## src/rtl/seg7_scan_pkg.sv

```systemverilog
// rtl/seg7_scan_pkg.sv - shared state encoding and segment constants for seg7_scan
package seg7_scan_pkg;

    typedef enum logic {
        ST_BLANK = 1'b0,
        ST_DRIVE = 1'b1
    } state_t;

    localparam logic [6:0] SEG_BLANK = 7'h7F;

    // Active-low gfedcba patterns for hex digits 0..F
    localparam logic [6:0] SEG_HEX [16] = '{
        7'h40, 7'h79, 7'h24, 7'h30, 7'h19, 7'h12, 7'h02, 7'h78,
        7'h00, 7'h10, 7'h08, 7'h03, 7'h46, 7'h21, 7'h06, 7'h0E
    };

    function automatic int max_int(input int a, input int b);
        return (a > b) ? a : b;
    endfunction

endpackage

```

## src/rtl/seg7_scan_if.sv

```systemverilog
// rtl/seg7_scan_if.sv - scan strobe, display data and pin-side signals of seg7_scan
interface seg7_scan_if #(
    parameter int DIGITS = 4
);
    logic                  tick;
    logic [4*DIGITS-1:0]   data;
    logic [DIGITS-1:0]     dp;
    logic                  load;
    logic                  lz_blank;
    logic [DIGITS-1:0]     an;
    logic [6:0]            seg;
    logic                  dp_n;
    logic                  frame;

    modport master (
        output tick, data, dp, load, lz_blank,
        input  an, seg, dp_n, frame
    );

    modport slave (
        input  tick, data, dp, load, lz_blank,
        output an, seg, dp_n, frame
    );
endinterface

```

## src/rtl/seg7_scan_hex2seg.sv

```systemverilog
// rtl/seg7_scan_hex2seg.sv - combinational hex nibble to active-low segment decoder
module hex2seg
    import seg7_scan_pkg::*;
(
    input  logic [3:0] nib,
    output logic [6:0] seg
);
    assign seg = SEG_HEX[nib];
endmodule

```

## src/rtl/seg7_scan.sv

```systemverilog
// rtl/seg7_scan.sv - multiplexed 7-segment scan driver with dead time and leading-zero blanking
module seg7_scan
    import seg7_scan_pkg::*;
#(
    parameter int DIGITS      = 4,
    parameter int DWELL_TICKS = 4,
    parameter int DEAD_TICKS  = 1
) (
    input  logic        clk,
    input  logic        rst,
    seg7_scan_if.slave  bus
);
    localparam int MAXT = max_int(DWELL_TICKS, DEAD_TICKS);
    localparam int CW   = (MAXT > 1) ? $clog2(MAXT) : 1;
    localparam int IW   = $clog2(DIGITS);
    localparam int DW   = 4 * DIGITS;

    state_t          state, state_n;
    logic [IW-1:0]   idx, idx_n;
    logic [CW-1:0]   cnt, cnt_n;
    logic            first, first_n;
    logic            frame_n;
    logic [DW-1:0]   hold_data, disp_data, disp_data_n;
    logic [DIGITS-1:0] hold_dp, disp_dp, disp_dp_n;

    logic [3:0]        nib;
    logic [6:0]        hex_seg;
    logic [DIGITS-1:0] nz;
    logic              lz_hide;

    // first marks the post-reset entry to digit 0, which copies disp without advancing idx
    always_comb begin
        state_n     = state;
        idx_n       = idx;
        cnt_n       = cnt;
        first_n     = first;
        frame_n     = 1'b0;
        disp_data_n = disp_data;
        disp_dp_n   = disp_dp;
        if (bus.tick) begin
            if (state == ST_BLANK) begin
                if (cnt == CW'(DEAD_TICKS - 1)) begin
                    cnt_n   = '0;
                    state_n = ST_DRIVE;
                    if (first || idx == IW'(DIGITS - 1)) begin
                        idx_n       = '0;
                        disp_data_n = hold_data;
                        disp_dp_n   = hold_dp;
                        frame_n     = 1'b1;
                        first_n     = 1'b0;
                    end else begin
                        idx_n = idx + IW'(1);
                    end
                end else begin
                    cnt_n = cnt + CW'(1);
                end
            end else begin
                if (cnt == CW'(DWELL_TICKS - 1)) begin
                    cnt_n   = '0;
                    state_n = ST_BLANK;
                end else begin
                    cnt_n = cnt + CW'(1);
                end
            end
        end
    end

    assign nib = disp_data_n[{idx_n, 2'b00} +: 4];

    hex2seg u_hex2seg (
        .nib (nib),
        .seg (hex_seg)
    );

    // nz[i] is set when nibble i or any more-significant nibble is non-zero
    always_comb begin
        logic acc;
        nz  = '0;
        acc = 1'b0;
        for (int i = DIGITS - 1; i >= 0; i--) begin
            acc   = acc | (|disp_data_n[4*i +: 4]);
            nz[i] = acc;
        end
    end

    assign lz_hide = bus.lz_blank && (idx_n != '0) && !nz[idx_n];

    // Outputs are registered from next-state values so pins change with the state
    always_ff @(posedge clk) begin
        if (rst) begin
            state     <= ST_BLANK;
            idx       <= '0;
            cnt       <= '0;
            first     <= 1'b1;
            hold_data <= '0;
            hold_dp   <= '0;
            disp_data <= '0;
            disp_dp   <= '0;
            bus.an    <= '1;
            bus.seg   <= SEG_BLANK;
            bus.dp_n  <= 1'b1;
            bus.frame <= 1'b0;
        end else begin
            state     <= state_n;
            idx       <= idx_n;
            cnt       <= cnt_n;
            first     <= first_n;
            disp_data <= disp_data_n;
            disp_dp   <= disp_dp_n;
            if (bus.load) begin
                hold_data <= bus.data;
                hold_dp   <= bus.dp;
            end
            bus.frame <= frame_n;
            if (state_n == ST_DRIVE) begin
                bus.an   <= ~(DIGITS'(1) << idx_n);
                bus.seg  <= lz_hide ? SEG_BLANK : hex_seg;
                bus.dp_n <= ~disp_dp_n[idx_n];
            end else begin
                bus.an   <= '1;
                bus.seg  <= SEG_BLANK;
                bus.dp_n <= 1'b1;
            end
        end
    end

endmodule

```

## src/flat_wrapper.sv

```systemverilog
// flat-port wrapper written by rule: the top's interface ports become plain ports
module seg7_scan_flat import seg7_scan_pkg::*;
#(
    parameter int DIGITS      = 4,
    parameter int DWELL_TICKS = 4,
    parameter int DEAD_TICKS  = 1
)
  (clk, rst, bus_tick, bus_data, bus_dp, bus_load, bus_lz_blank, bus_an, bus_seg, bus_dp_n, bus_frame);
  seg7_scan_if #(.DIGITS(DIGITS)) bus_i ();
  input  logic clk;
  input  logic rst;
  input wire logic [$bits(bus_i.tick)-1:0] bus_tick;
  input wire logic [$bits(bus_i.data)-1:0] bus_data;
  input wire logic [$bits(bus_i.dp)-1:0] bus_dp;
  input wire logic [$bits(bus_i.load)-1:0] bus_load;
  input wire logic [$bits(bus_i.lz_blank)-1:0] bus_lz_blank;
  output wire logic [$bits(bus_i.an)-1:0] bus_an;
  output wire logic [$bits(bus_i.seg)-1:0] bus_seg;
  output wire logic [$bits(bus_i.dp_n)-1:0] bus_dp_n;
  output wire logic [$bits(bus_i.frame)-1:0] bus_frame;
  assign bus_i.tick = bus_tick;
  assign bus_i.data = bus_data;
  assign bus_i.dp = bus_dp;
  assign bus_i.load = bus_load;
  assign bus_i.lz_blank = bus_lz_blank;
  assign bus_an = bus_i.an;
  assign bus_seg = bus_i.seg;
  assign bus_dp_n = bus_i.dp_n;
  assign bus_frame = bus_i.frame;
  seg7_scan #(.DIGITS(DIGITS), .DWELL_TICKS(DWELL_TICKS), .DEAD_TICKS(DEAD_TICKS)) u_core (.clk(clk), .rst(rst), .bus(bus_i));
endmodule
```

## config.mk

```make
export PLATFORM = sky130hd
export DESIGN_NAME = seg7_scan_flat
export DESIGN_NICKNAME = d
export VERILOG_FILES = /design/src/rtl/seg7_scan_pkg.sv /design/src/rtl/seg7_scan_if.sv /design/src/rtl/seg7_scan_hex2seg.sv /design/src/rtl/seg7_scan.sv /design/src/flat_wrapper.sv
export SDC_FILE = /design/constraint.sdc
export NUM_CORES = 1
export LEC_CHECK = 0
export CORE_MARGIN = 4
export CORE_UTILIZATION = 54
export DETAILED_ROUTE_END_ITERATION = 12
export HOLD_SLACK_MARGIN = 0.03
export PLACE_DENSITY = 0.79
export SETUP_SLACK_MARGIN = 0.3
export SKIP_CTS_REPAIR_TIMING = 1
export SLEW_MARGIN = 20
export SYNTH_ARGS = -nofsm -noshare
export SYNTH_HDL_FRONTEND = slang
export SYNTH_SLANG_ARGS = --single-unit
```

## constraint.sdc

```tcl
create_clock -name clk -period 3.6 [get_ports clk]
set_input_delay 0.72 -clock clk [delete_from_list [all_inputs] [get_ports clk]]
set_output_delay 0.72 -clock clk [all_outputs]
set_load 0.05 [all_outputs]
```

==> results_slide.txt <==
Synthesis and Place & Route Summary

Outcome
  • Outcome: completed

Cells and area
  • Layout cell share with drive strength beyond 1: 13.0%
  • Fill count: 395
  • Final #Nets: 375
  • Sequential cell area: between 1000 and 1500 µm²
  • Final std cells w/o fill: a little over 400
  • Logic area: roughly 1500 µm²
  • # diodes: 0
  • Top Layout Cells: 59 x dfxtp_1, 47 x nand2_1, 37 x clkdlybuf4s50_1, 34 x nor2_1, 27 x mux2i_1
  • Area delta synth->final: 25.1%

Job
  • Tool Warnings: 33

STA
  • Minimum clock period: ~3.0 ns
  • Clock Skews: about 0.0057 ns
  • RSZ-0062 raised after global routing: false
  • Max_slew headroom: around half
  • Max Freq: approximately 330 MHz
  • Final Max Tran Viols: 0
  • Setup Viol. Count Final: 0
  • Slew @ Worst Pin: between 0.7 and 0.8 ns
  • Fin Setup TNS: 0 ns
  • Final Hold Viols: 0
  • Final Cycle Share: about 84%

Setup path
  • Setup crit start kind: input port
  • Max stage delay on crit path: about 0.47 ns
  • Critical path data arrival time: 3.23 ns
  • Worst Setup SP: bus_tick
  • Worst setup path class: in2reg
  • Crit. End Element: register
  • Crit path DRT: between 3 and 4 ns
  • CP max stage cell: clkdlybuf4s50_1
  • R2R Path Start: u_core.idx[0]$_SDFF_PP0_
  • Crit path cell chain: clkdlybuf4s50_1 > and3b_2 > mux2_4 > mux2i_1 > o21bai_1 > inv_1 > ha_1 > nand3_1 > o21a_1 > o221ai_1

Placement
  • Placer Congestion: about 0.92
  • Cells after DPL: 396
  • I/O Buffers: 37
  • DP Area: 3200 µm²
  • Final HPWL DP: ~4.2 mm

Floorplanning
  • FP Core Util: approximately 57%
  • Die Height: 79.4 µm
  • I/O pins: 38
  • Die X: 79.4 µm
  • Core area: around 4800 µm²
  • Die area: roughly 6300 µm²
  • FP Rows: 25

Global routing
  • Overall routing resource usage: around a fifth
  • Busiest grt layer: met2
  • Initial antenna violation count: 0
  • Met1 Use GR: about a quarter
  • Global-route met2 utilization: roughly a third
  • GRT overflow: 0
  • Number of global-route vias before repair: just over 2000
  • Met3 usage: 3.72%
  • Largest net degree at the start of global routing: 47
  • First-pass GRT wire length: between 9 and 10 mm

Clock network
  • Clock Tree Root: clkbuf_8
  • Worst-case clock buffer depth: 2
  • Reg clk slew, reported paths: around 0.060 ns
  • Clk sinks: 59
  • Insertion Delay late pin: between 0.3 and 0.4 ns
  • CTS tree: done
  • H-tree depth: 3
  • TritonCTS buffer count: 9

Worst hold path
  • HP Class: reg2reg
  • HP Start: u_core.hold_data[7]$_SDFFE_PP0P_

Synthesis
  • Mean post-synth cell area: between 9 and 10 µm²
  • Yosys cell count: between 200 and 300
  • Ys flop type: dfxtp_1
  • Syn Inst Count: approximately 300
  • Post-synth EDFFs: 0
  • Area leader share: 42.9%
  • Post-synth seq share: a little over two fifths
  • Ys flops: roughly 59
  • Ys Warns: 0
  • Top area cell types: dfxtp_1 43%, mux2i_1 9.8%, nand2_1 6.4%, a21oi_1 4.7%, nor2_1 4.6%
  • Yosys Chip Area: 2750 µm²
  • Post-synthesis net count: between 300 and 400
  • Ys async rst share: 0%
  • Yosys top cell by area: dfxtp_1
  • Cell Area, Synth: 2750 µm²
  • Netlist cell types: 56

Route
  • Pre-antenna DRT Iters: 4
  • Via density: roughly 5.5
  • Vias: ~2200
  • Drc violations: 0
  • Wire per inst: around 14 µm
  • Post-DRT Antenna Nets: 0

Pwr
  • Worst-case vdd ir drop: between 0.3 and 0.4 mV
  • Lkg Pwr: between 1 and 1.5 nW
-- registers in the layout, summed over array words and instances, names as in the netlist, 2 cells and up --
name	count
u_core.disp_data	16
u_core.disp_dp	4
u_core.bus.an	4
u_core.hold_data	16
u_core.idx	2
u_core.cnt	2
u_core.bus.seg	7
u_core.hold_dp	4
-- metrics by stage --
| step | hold WS, ns | worst slack (ns) | total power [W] | util, % |
|---|---|---|---|---|
| 6_report | 0.458 | 0.560 | 0.00177 | 71.5 |
| 5_1_grt | 0.474 | 0.324 | 0.00185 | 71.5 |
| 4_1_cts | 0.457 | 0.416 | 0.00178 | 71.2 |
| 3_5_place_dp | 0.448 | 0.109 | 0.00110 | 66.4 |
| 3_3_place_gp | 0.442 | 0.147 | 0.00110 | 66.4 |
| 2_1_floorplan | 0.431 | 0.839 | 0.000994 | - |
-- layer usage --
layer | wire length [µm] | vias up
met5 | 0 | -
met4 | 85 | 0
met3 | 227 | 9
met2 | 2730 | 57
met1 | 2740 | 1032
li1 | - | 1151
-- power by group --
part	switching, W	total (W)	internal [W]	leakage [nW]
logic	0.000219	0.000372	0.000154	0.727
clock network	0.000251	0.000678	0.000427	0.113
registers	0.0000290	0.000723	0.000694	0.483
-- cell type report --
| cell class | count | area share (%) |
|---|---|---|
| clock buffer | 12 | 4.51 |
| clock inverter | 4 | 2.11 |
| inverter | 6 | 0.654 |
| multi-input combinational | 216 | 42.8 |
| sequential | 59 | 34.3 |
| tap | 67 | 2.43 |
| timing repair buffer | 48 | 13.2 |
-- critical path, delay by kind of cell --
kind | cells | cell delay (ns)
AND-OR/OR-AND | 3 | 0.63
buffers and inverters | 2 | 0.62
multiplexers | 2 | 0.54
AND/OR/NAND/NOR | 2 | 0.40
adder cells (fa/ha/maj) | 1 | 0.33
-- cell usage after synthesis (2+ instances only) --
master,number
a211oi_1,2
o22ai_1,2
o211ai_1,3
o21ai_0,3
nor2_1,34
o221ai_2,2
clkbuf_1,11
o41ai_1,2
dfxtp_1,59
nand2_1,47
nor4_1,2
o221ai_1,5
nor3_2,2
inv_1,6
mux2i_1,27
buf_6,2
o21ai_1,2
nand3b_1,3
or3_1,2
buf_2,2
buf_1,2
a21oi_1,26
nor3_1,2
ha_1,10
nand3_1,8
o2111ai_2,2
mux2i_4,2
-- cells by family (layout without fill, tap and decap cells) --
kind of cell / after synthesis / after routing / synth area share, %
and+or+nand+nor: 110 / 110 / 18.1
AOI/OAI and AO/OA: 63 / 63 / 17.2
DFF: 59 / 59 / 42.9
muxes: 32 / 32 / 12.9
buffers and inverters: 24 / 70 / 4.05
adders and majority gates: 10 / 10 / 4.55
xor gates and xnor gates: 1 / 1 / 0.318
-- path summary, 6_finish.rpt --
check                           cells after the start                             end  slack [ns]
worst min-delay path                                2  u_core.disp_data[7]$_SDFF_PP0_        0.46
worst max register to register                     10    u_core.bus.seg[1]$_SDFF_PP1_        0.66
worst max-delay path                               10    u_core.bus.seg[1]$_SDFF_PP1_        0.56
worst min register to register                      2  u_core.disp_data[7]$_SDFF_PP0_        0.46
Figure 1. Layout detail.
Region (25, 41) to (55, 71) µm. Cells in gray, sequential cells in the stronger gray; small squares are vias.
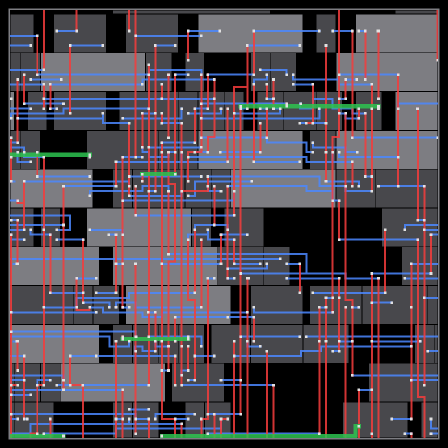
- blue: metal 1
- green: metal 3
- red: metal 2
- sequential cells in the window: 14
- cells with their middle in the window: 75
- netlist names of flops here include: `u_core.disp_data` (7), `u_core.disp_dp` (3), `u_core.hold_dp` (2)
- most frequent: nand2_1 (18), dfxtp_1 (14), a21oi_1 (11)

Figure 2. Gate-type map.
Drawn at 6 px/µm.
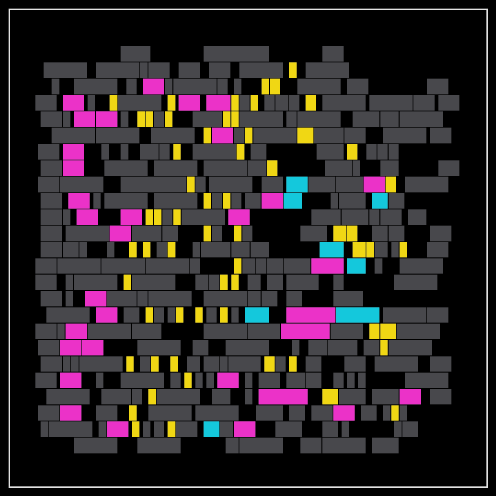
- cyan: non-inverting ao/oa cells (cells 8)
- magenta: mux cells (cells 32)
- yellow: nand cells (cells 60)
multi-input combinational area share: 42.8%
dominant logic cell type in the layout: dfxtp_1

Power is estimated from default activity; no workload was simulated.
